[config.mk]
export PLATFORM = sky130hd
export DESIGN_NAME = riscv_bif_arbiter_flat
export DESIGN_NICKNAME = d
export VERILOG_FILES = /design/src/rtl/riscv_bif_arbiter_if.sv /design/src/rtl/riscv_bif_arbiter.sv /design/src/flat_wrapper.sv
export SDC_FILE = /design/constraint.sdc
export NUM_CORES = 1
export LEC_CHECK = 0
export ABC_CLOCK_PERIOD_IN_PS = 2000
export CORE_AREA = 3 3 107 109
export DETAILED_ROUTE_END_ITERATION = 6
export DIE_AREA = 0 0 110 112
export HOLD_SLACK_MARGIN = 0.08
export PLACE_DENSITY = 0.63
export SYNTH_ARGS = -nofsm -noshare
export SYNTH_HDL_FRONTEND = slang
export SYNTH_SLANG_ARGS = --single-unit
[constraint.sdc]
create_clock -name clk -period 2 [get_ports clk]
set_input_delay 0.6 -clock clk [delete_from_list [all_inputs] [get_ports clk]]
set_output_delay 0.6 -clock clk [all_outputs]
set_load 0.03 [all_outputs]
[src/rtl/riscv_bif_arbiter_if.sv]
// riscv_bif_arbiter_if
//   Bundles the instruction-fetch port (i_*), the data port (d_*) and the shared memory bus (bus_*)
//   seen by riscv_bif_arbiter.
//   modport master : arbiter side (takes i/d requests and bus responses, drives acks and bus requests)
//   modport slave  : environment side (requesters plus memory bus)
interface riscv_bif_arbiter_if #(
   parameter int ADDR_W = 32,
   parameter int DATA_W = 32
);
   logic                  i_req;
   logic [ADDR_W-1:0]     i_addr;
   logic                  i_ack;
   logic [DATA_W-1:0]     i_rdata;
   logic                  i_err;

   logic                  d_req;
   logic                  d_rnw;
   logic [ADDR_W-1:0]     d_addr;
   logic [DATA_W/8-1:0]   d_wmask;
   logic [DATA_W-1:0]     d_wdata;
   logic                  d_ack;
   logic [DATA_W-1:0]     d_rdata;
   logic                  d_err;

   logic                  bus_req;
   logic                  bus_rnw;
   logic [ADDR_W-1:0]     bus_addr;
   logic [DATA_W/8-1:0]   bus_wmask;
   logic [DATA_W-1:0]     bus_wdata;
   logic                  bus_ack;
   logic [DATA_W-1:0]     bus_rdata;

   modport master (
      input  i_req, i_addr,
      output i_ack, i_rdata, i_err,
      input  d_req, d_rnw, d_addr, d_wmask, d_wdata,
      output d_ack, d_rdata, d_err,
      output bus_req, bus_rnw, bus_addr, bus_wmask, bus_wdata,
      input  bus_ack, bus_rdata
   );

   modport slave (
      output i_req, i_addr,
      input  i_ack, i_rdata, i_err,
      output d_req, d_rnw, d_addr, d_wmask, d_wdata,
      input  d_ack, d_rdata, d_err,
      input  bus_req, bus_rnw, bus_addr, bus_wmask, bus_wdata,
      output bus_ack, bus_rdata
   );
endinterface

[src/rtl/riscv_bif_arbiter.sv]
// riscv_bif_arbiter
//   Shares one memory bus between the instruction-fetch port (read-only) and the data port
//   (read/write). One grant at a time; bus outputs and acks are combinational from the granted port
//   and the bus response. A granted access that sees no bus_ack for TIMEOUT cycles is aborted with
//   x_ack + x_err (TIMEOUT = 0 disables the abort).
//   Ports: clk, rstn (async, active-low), bif (riscv_bif_arbiter_if.master), arb_busy (granted).
//   Build option: RISCV_BIF_ARB_RR_EN -> contention alternates between ports (last-grant register);
//   undefined -> D always wins contention.
//
//   state   | meaning
//   IDLE    | no grant, bus outputs 0, arbitration happens here
//   GRANT_I | fetch port owns the bus until bus_ack or timeout
//   GRANT_D | data port owns the bus until bus_ack or timeout
module riscv_bif_arbiter #(
   parameter int ADDR_W  = 32,
   parameter int DATA_W  = 32,
   parameter int TIMEOUT = 255
) (
   input  logic                clk,
   input  logic                rstn,
   riscv_bif_arbiter_if.master bif,
   output logic                arb_busy
);
   localparam int         STRB_W  = DATA_W / 8;
   localparam bit         TO_EN   = (TIMEOUT != 0);
   localparam logic [7:0] TO_LAST = TO_EN ? 8'(TIMEOUT - 1) : 8'd0;

   typedef enum logic [1:0] {
      IDLE    = 2'd0,
      GRANT_I = 2'd1,
      GRANT_D = 2'd2
   } state_t;

   state_t             state_q, state_d;
   logic [7:0]         cnt_q, cnt_d;
   logic               sel_d;
   logic               to_hit;

   logic               bus_req_c, bus_rnw_c;
   logic [ADDR_W-1:0]  bus_addr_c;
   logic [STRB_W-1:0]  bus_wmask_c;
   logic [DATA_W-1:0]  bus_wdata_c;
   logic               i_ack_c, i_err_c, d_ack_c, d_err_c;
   logic [DATA_W-1:0]  i_rdata_c, d_rdata_c;

`ifdef RISCV_BIF_ARB_RR_EN
   // 1 = last grant went to D; reset to I so the first contention goes to D
   logic last_was_d_q, last_was_d_d;

   assign sel_d = bif.d_req & (~bif.i_req | ~last_was_d_q);

   always_comb begin
      last_was_d_d = last_was_d_q;
      if (state_q == IDLE && (bif.i_req || bif.d_req)) last_was_d_d = sel_d;
   end

   always_ff @(posedge clk or negedge rstn) begin
      if (!rstn) last_was_d_q <= 1'b0;
      else       last_was_d_q <= last_was_d_d;
   end
`else
   assign sel_d = bif.d_req;
`endif

   // bus_ack on the terminal cycle takes precedence over the abort
   assign to_hit = TO_EN && (cnt_q == TO_LAST) && !bif.bus_ack;

   always_comb begin
      state_d     = state_q;
      cnt_d       = cnt_q;
      bus_req_c   = 1'b0;
      bus_rnw_c   = 1'b0;
      bus_addr_c  = '0;
      bus_wmask_c = '0;
      bus_wdata_c = '0;
      i_ack_c     = 1'b0;
      i_err_c     = 1'b0;
      i_rdata_c   = '0;
      d_ack_c     = 1'b0;
      d_err_c     = 1'b0;
      d_rdata_c   = '0;
      unique case (state_q)
         IDLE: begin
            if (bif.i_req || bif.d_req) begin
               state_d = sel_d ? GRANT_D : GRANT_I;
               cnt_d   = '0;
            end
         end
         GRANT_I: begin
            bus_req_c  = 1'b1;
            bus_rnw_c  = 1'b1;
            bus_addr_c = bif.i_addr;
            if (bif.bus_ack) begin
               i_ack_c   = 1'b1;
               i_rdata_c = bif.bus_rdata;
               state_d   = IDLE;
            end else if (to_hit) begin
               i_ack_c = 1'b1;
               i_err_c = 1'b1;
               state_d = IDLE;
            end else begin
               cnt_d = cnt_q + 8'd1;
            end
         end
         GRANT_D: begin
            bus_req_c   = 1'b1;
            bus_rnw_c   = bif.d_rnw;
            bus_addr_c  = bif.d_addr;
            bus_wmask_c = bif.d_wmask;
            bus_wdata_c = bif.d_wdata;
            if (bif.bus_ack) begin
               d_ack_c   = 1'b1;
               d_rdata_c = bif.bus_rdata;
               state_d   = IDLE;
            end else if (to_hit) begin
               d_ack_c = 1'b1;
               d_err_c = 1'b1;
               state_d = IDLE;
            end else begin
               cnt_d = cnt_q + 8'd1;
            end
         end
         default: state_d = IDLE;
      endcase
   end

   always_ff @(posedge clk or negedge rstn) begin
      if (!rstn) begin
         state_q <= IDLE;
         cnt_q   <= '0;
      end else begin
         state_q <= state_d;
         cnt_q   <= cnt_d;
      end
   end

   assign bif.bus_req   = bus_req_c;
   assign bif.bus_rnw   = bus_rnw_c;
   assign bif.bus_addr  = bus_addr_c;
   assign bif.bus_wmask = bus_wmask_c;
   assign bif.bus_wdata = bus_wdata_c;
   assign bif.i_ack     = i_ack_c;
   assign bif.i_err     = i_err_c;
   assign bif.i_rdata   = i_rdata_c;
   assign bif.d_ack     = d_ack_c;
   assign bif.d_err     = d_err_c;
   assign bif.d_rdata   = d_rdata_c;
   assign arb_busy      = (state_q != IDLE);
endmodule
[src/flat_wrapper.sv]
// flat-port wrapper written by rule: the top's interface ports become plain ports
module riscv_bif_arbiter_flat 
#(
   parameter int ADDR_W  = 32,
   parameter int DATA_W  = 32,
   parameter int TIMEOUT = 255
)
  (clk, rstn, arb_busy, bif_i_req, bif_i_addr, bif_i_ack, bif_i_rdata, bif_i_err, bif_d_req, bif_d_rnw, bif_d_addr, bif_d_wmask, bif_d_wdata, bif_d_ack, bif_d_rdata, bif_d_err, bif_bus_req, bif_bus_rnw, bif_bus_addr, bif_bus_wmask, bif_bus_wdata, bif_bus_ack, bif_bus_rdata);
  riscv_bif_arbiter_if #(.ADDR_W(ADDR_W), .DATA_W(DATA_W)) bif_i ();
  input  logic clk;
  input  logic rstn;
  output logic arb_busy;
  input wire logic [$bits(bif_i.i_req)-1:0] bif_i_req;
  input wire logic [$bits(bif_i.i_addr)-1:0] bif_i_addr;
  output wire logic [$bits(bif_i.i_ack)-1:0] bif_i_ack;
  output wire logic [$bits(bif_i.i_rdata)-1:0] bif_i_rdata;
  output wire logic [$bits(bif_i.i_err)-1:0] bif_i_err;
  input wire logic [$bits(bif_i.d_req)-1:0] bif_d_req;
  input wire logic [$bits(bif_i.d_rnw)-1:0] bif_d_rnw;
  input wire logic [$bits(bif_i.d_addr)-1:0] bif_d_addr;
  input wire logic [$bits(bif_i.d_wmask)-1:0] bif_d_wmask;
  input wire logic [$bits(bif_i.d_wdata)-1:0] bif_d_wdata;
  output wire logic [$bits(bif_i.d_ack)-1:0] bif_d_ack;
  output wire logic [$bits(bif_i.d_rdata)-1:0] bif_d_rdata;
  output wire logic [$bits(bif_i.d_err)-1:0] bif_d_err;
  output wire logic [$bits(bif_i.bus_req)-1:0] bif_bus_req;
  output wire logic [$bits(bif_i.bus_rnw)-1:0] bif_bus_rnw;
  output wire logic [$bits(bif_i.bus_addr)-1:0] bif_bus_addr;
  output wire logic [$bits(bif_i.bus_wmask)-1:0] bif_bus_wmask;
  output wire logic [$bits(bif_i.bus_wdata)-1:0] bif_bus_wdata;
  input wire logic [$bits(bif_i.bus_ack)-1:0] bif_bus_ack;
  input wire logic [$bits(bif_i.bus_rdata)-1:0] bif_bus_rdata;
  assign bif_i.i_req = bif_i_req;
  assign bif_i.i_addr = bif_i_addr;
  assign bif_i_ack = bif_i.i_ack;
  assign bif_i_rdata = bif_i.i_rdata;
  assign bif_i_err = bif_i.i_err;
  assign bif_i.d_req = bif_d_req;
  assign bif_i.d_rnw = bif_d_rnw;
  assign bif_i.d_addr = bif_d_addr;
  assign bif_i.d_wmask = bif_d_wmask;
  assign bif_i.d_wdata = bif_d_wdata;
  assign bif_d_ack = bif_i.d_ack;
  assign bif_d_rdata = bif_i.d_rdata;
  assign bif_d_err = bif_i.d_err;
  assign bif_bus_req = bif_i.bus_req;
  assign bif_bus_rnw = bif_i.bus_rnw;
  assign bif_bus_addr = bif_i.bus_addr;
  assign bif_bus_wmask = bif_i.bus_wmask;
  assign bif_bus_wdata = bif_i.bus_wdata;
  assign bif_i.bus_ack = bif_bus_ack;
  assign bif_i.bus_rdata = bif_bus_rdata;
  riscv_bif_arbiter #(.ADDR_W(ADDR_W), .DATA_W(DATA_W), .TIMEOUT(TIMEOUT)) u_core (.clk(clk), .rstn(rstn), .bif(bif_i), .arb_busy(arb_busy));
endmodule
placement.png
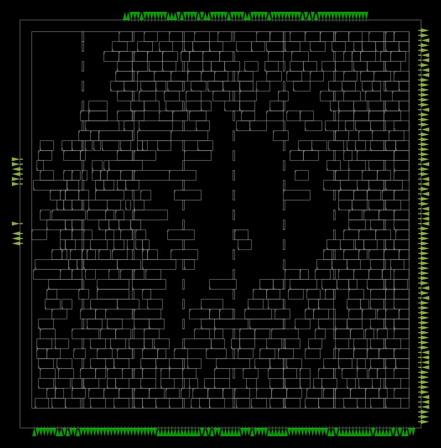
Cell Rows: 38
final non-filler cell total: 711

layer_met3.png
Scale bar: 20 um.
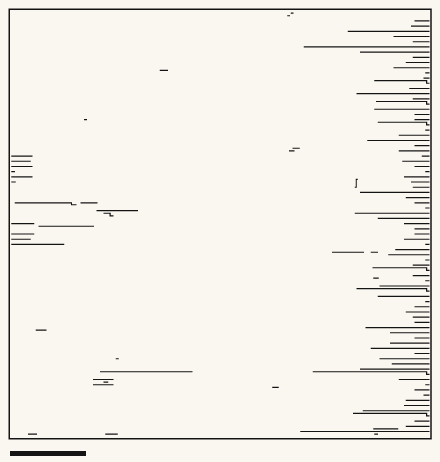
share of all routed wire: 6.4%
longest straight run: 33.5 um

flops_by_reg.png
Scale bar: 20 um.
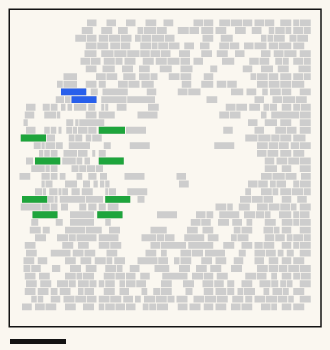
[`u_core.cnt_q`] green | placed flops: 8 | where: middle left
[`u_core.state_q`] blue | placed flops: 2

==> notes.md <==
The layout was made with Yosys and OpenROAD.

The gate-level netlist out of Yosys references 43 unique cell types. Subtracting the final worst setup slack from the clock period gives 2200 ps. The cell count after placement is 688. Per the post-route antenna check, the number of violating nets is 0. TritonRoute output was used to compute an average wire per cell of 18.9 um.

The layout overhead on the synthesized area is 235%. The share of the yosys chip area belonging to registers is 13.5%. The horizontal die dimension is 110 um. Counting the fill cells in the layout gives 894.

The area fraction of the largest cell type after synthesis is 22.3%. In the global route stage, overall resource usage came out at 18.8%. Counting every sink on the clock net gives 10. The worst reg2reg path endpoint is u_core.cnt_q[2]$_DFFE_PN0P_. The count of routing violations after the opening detailed-route iteration is 146. The setup violation total in the final timing report is 137.

The initial antenna violation count was 0. The net count of the finished layout is 716. The number of enable-type register cells in the synthesized netlist is 0.

The final setup skew is 2.30 ps. When the netlist entered floorplanning its net count stood at 417. Looking at the clock tree report, the root buffer type is clkbuf_8.

The headroom to the max-slew limit is 67.0%. Synthesis produced a netlist whose cell count is 273. The highest supply drop recorded on VDD is 0.834 mV.

The flip-flop and latch count after synthesis is 10. Global routing consumed, on the met3 layer, 2.55% of the routing resources. The synthesized netlist occupies a cell area of 0.00185 mm2. The count of pins over their slew limit is 0. TritonCTS built the clock tree. The class of the tightest hold or removal check is register to register. In the global route stage, met2 resource usage came out at 35.7%.

The die is 112 um tall. Summing internal, switching and leakage power gives 0.00675 W. At the floorplan stage, the core utilization is reported as 17.3%. The via count of the first global-routing pass is 3218. The wire length reported by the detailed router is 13.4 mm. The endpoint of the most critical setup path is bif_bus_addr[8]. The post-cts hold buffer count is 0. The slew of the pin with the lowest slew margin is 493 ps. The logs give a warning total of 33. The global-route wire length before repair is 18.5 mm.

The cell count listed in synth_stat.txt is 273. The top-level I/O count is 277. The worst setup path is launched from a register. The cell leakage power is 2.63 nW. Recorded from the global router log, the overflow total was 0. Hold analysis shows the worst path with a depth of 2. Warnings reported by Yosys during synthesis add up to 0. The routability-driven placement congestion ratio is 0.816. Per the placement log, port buffering inserted 276 buffers. Setup repair after global routing could not meet its margin everywhere. Looking at the setup timing report, the critical path kind is register to primary output. The worst register-to-register path has a depth of 6. The CTS H-tree depth is 1. The count of inserted antenna diode cells is 0.

The startpoint of the lowest-slack hold path is u_core.cnt_q[5]$_DFFE_PN0P_. STA shows the worst min-delay path finishing at u_core.cnt_q[5]$_DFFE_PN0P_. The setup TNS is -15420 ps. The run finished, with violations left. The worst setup slack for register-to-register paths is 130 ps.

The setup slack after layout is -198 ps. After synthesis, the cell types taking the most area are and3_1, dfrtp_1, a22oi_1, and2_1, nor2_1. The area of the core is 0.0107 mm2. The number of remaining DRC errors is 0. The detailed placer's ending HPWL is 9.89 mm. The peak-usage layer in the global routing report is met2. The summed standard-cell area reported by yosys is 0.00185 mm2. In this build the clock could be raised as far as 455 MHz.

The critical-path maximum fanout is 39. The hold slack is 576 ps. The maximum buffer depth of the clock tree is 2. The largest net degree at the start of global routing is 57. The share of the core filled with cells in the final layout is 58.1%. The biggest area contributor in the post-synthesis netlist is and3_1.

The mean instance size in the synthesized netlist is 6.79 um2. The share of synthesized registers carrying an async set or reset is 100%. Counting endpoints that fail hold in the final report gives 0. The checks that failed: negative setup slack. On met1, the global router reports a usage of 22.1%. The total via count after detailed routing is 3335.

At the later pin of the worst-skew pair, clock insertion delay measures 240 ps. Across the run, the number of max-cap violations was 0. TritonCTS created 3 clock buffers.

The worst setup slack after placement is -169 ps.
## layer usage
metal	routed length, um	vias up	share of wire [%]
met4	273	0	2.0
met2	7320	126	54
met5	0	-	0
li1	-	1597	-
met3	863	18	6.4
met1	4990	1594	37
## worst max-delay path, stage by stage, from the launching register on
cell and delay (ps):
dfrtp_1 400, buf_6 130, ha_4 190, buf_16 190, a22oi_2 240, nor2_4 50, buf_6 130
## cells in the final DEF (no fill, tap or decap), drive strengths merged, types with 4 or more instances in the layout
master,n
buf,184
clkdlybuf4s50,135
and3,67
and2,37
nor2,34
a22oi,32
dfrtp,10
clkbuf,9
nand2,6
ha,6
inv,5
nor2b,4
## where the power goes
| group | switching [W] | leakage, nW | internal (W) | total (W) |
|---|---|---|---|---|
| Clock | 0.0000931 | 0.0288 | 0.000174 | 0.000267 |
| Combinational | 0.00334 | 2.46 | 0.00287 | 0.00621 |
| Sequential | 0.0000283 | 0.135 | 0.000236 | 0.000264 |
| Total | 0.00346 | 2.63 | 0.00328 | 0.00675 |
## cell type report
cell class	instances	area [um2]	share of cell area, %
clock buffers	4	55.1	0.886
inverters	6	35.0	0.564
multi-input cells	226	2160	34.7
flip-flops and latches	10	251	4.05
well taps	140	175	2.82
repair buffers	325	3540	57.0
## cells by family (layout without fill, tap and decap cells)
group           Yosys count  in the layout  synth area share [%]
simple gates            166            166                  51.8
flops                    10             10                  13.5
compound gates           53             53                  22.2
mux                       1              1                 0.540
buf+inv                  37            335                  7.96
fa+ha+maj                 6              6                  4.05
## flip-flops by register name (all words and copies together), names as in the netlist
signal	flops
u_core.state_q	2
u_core.cnt_q	8
## repair_timing
action | 4_1_cts | 5_1_grt
resized | 123 | 92
buffers inserted | 6 | 6
endpoints found under the hold margin | 0 | 0
gates cloned | 1 | 6
pin swaps | 11 | 16
endpoints found under the setup margin | 138 | 141
Power figures rest on the tool's default switching activity, not on a simulated workload.
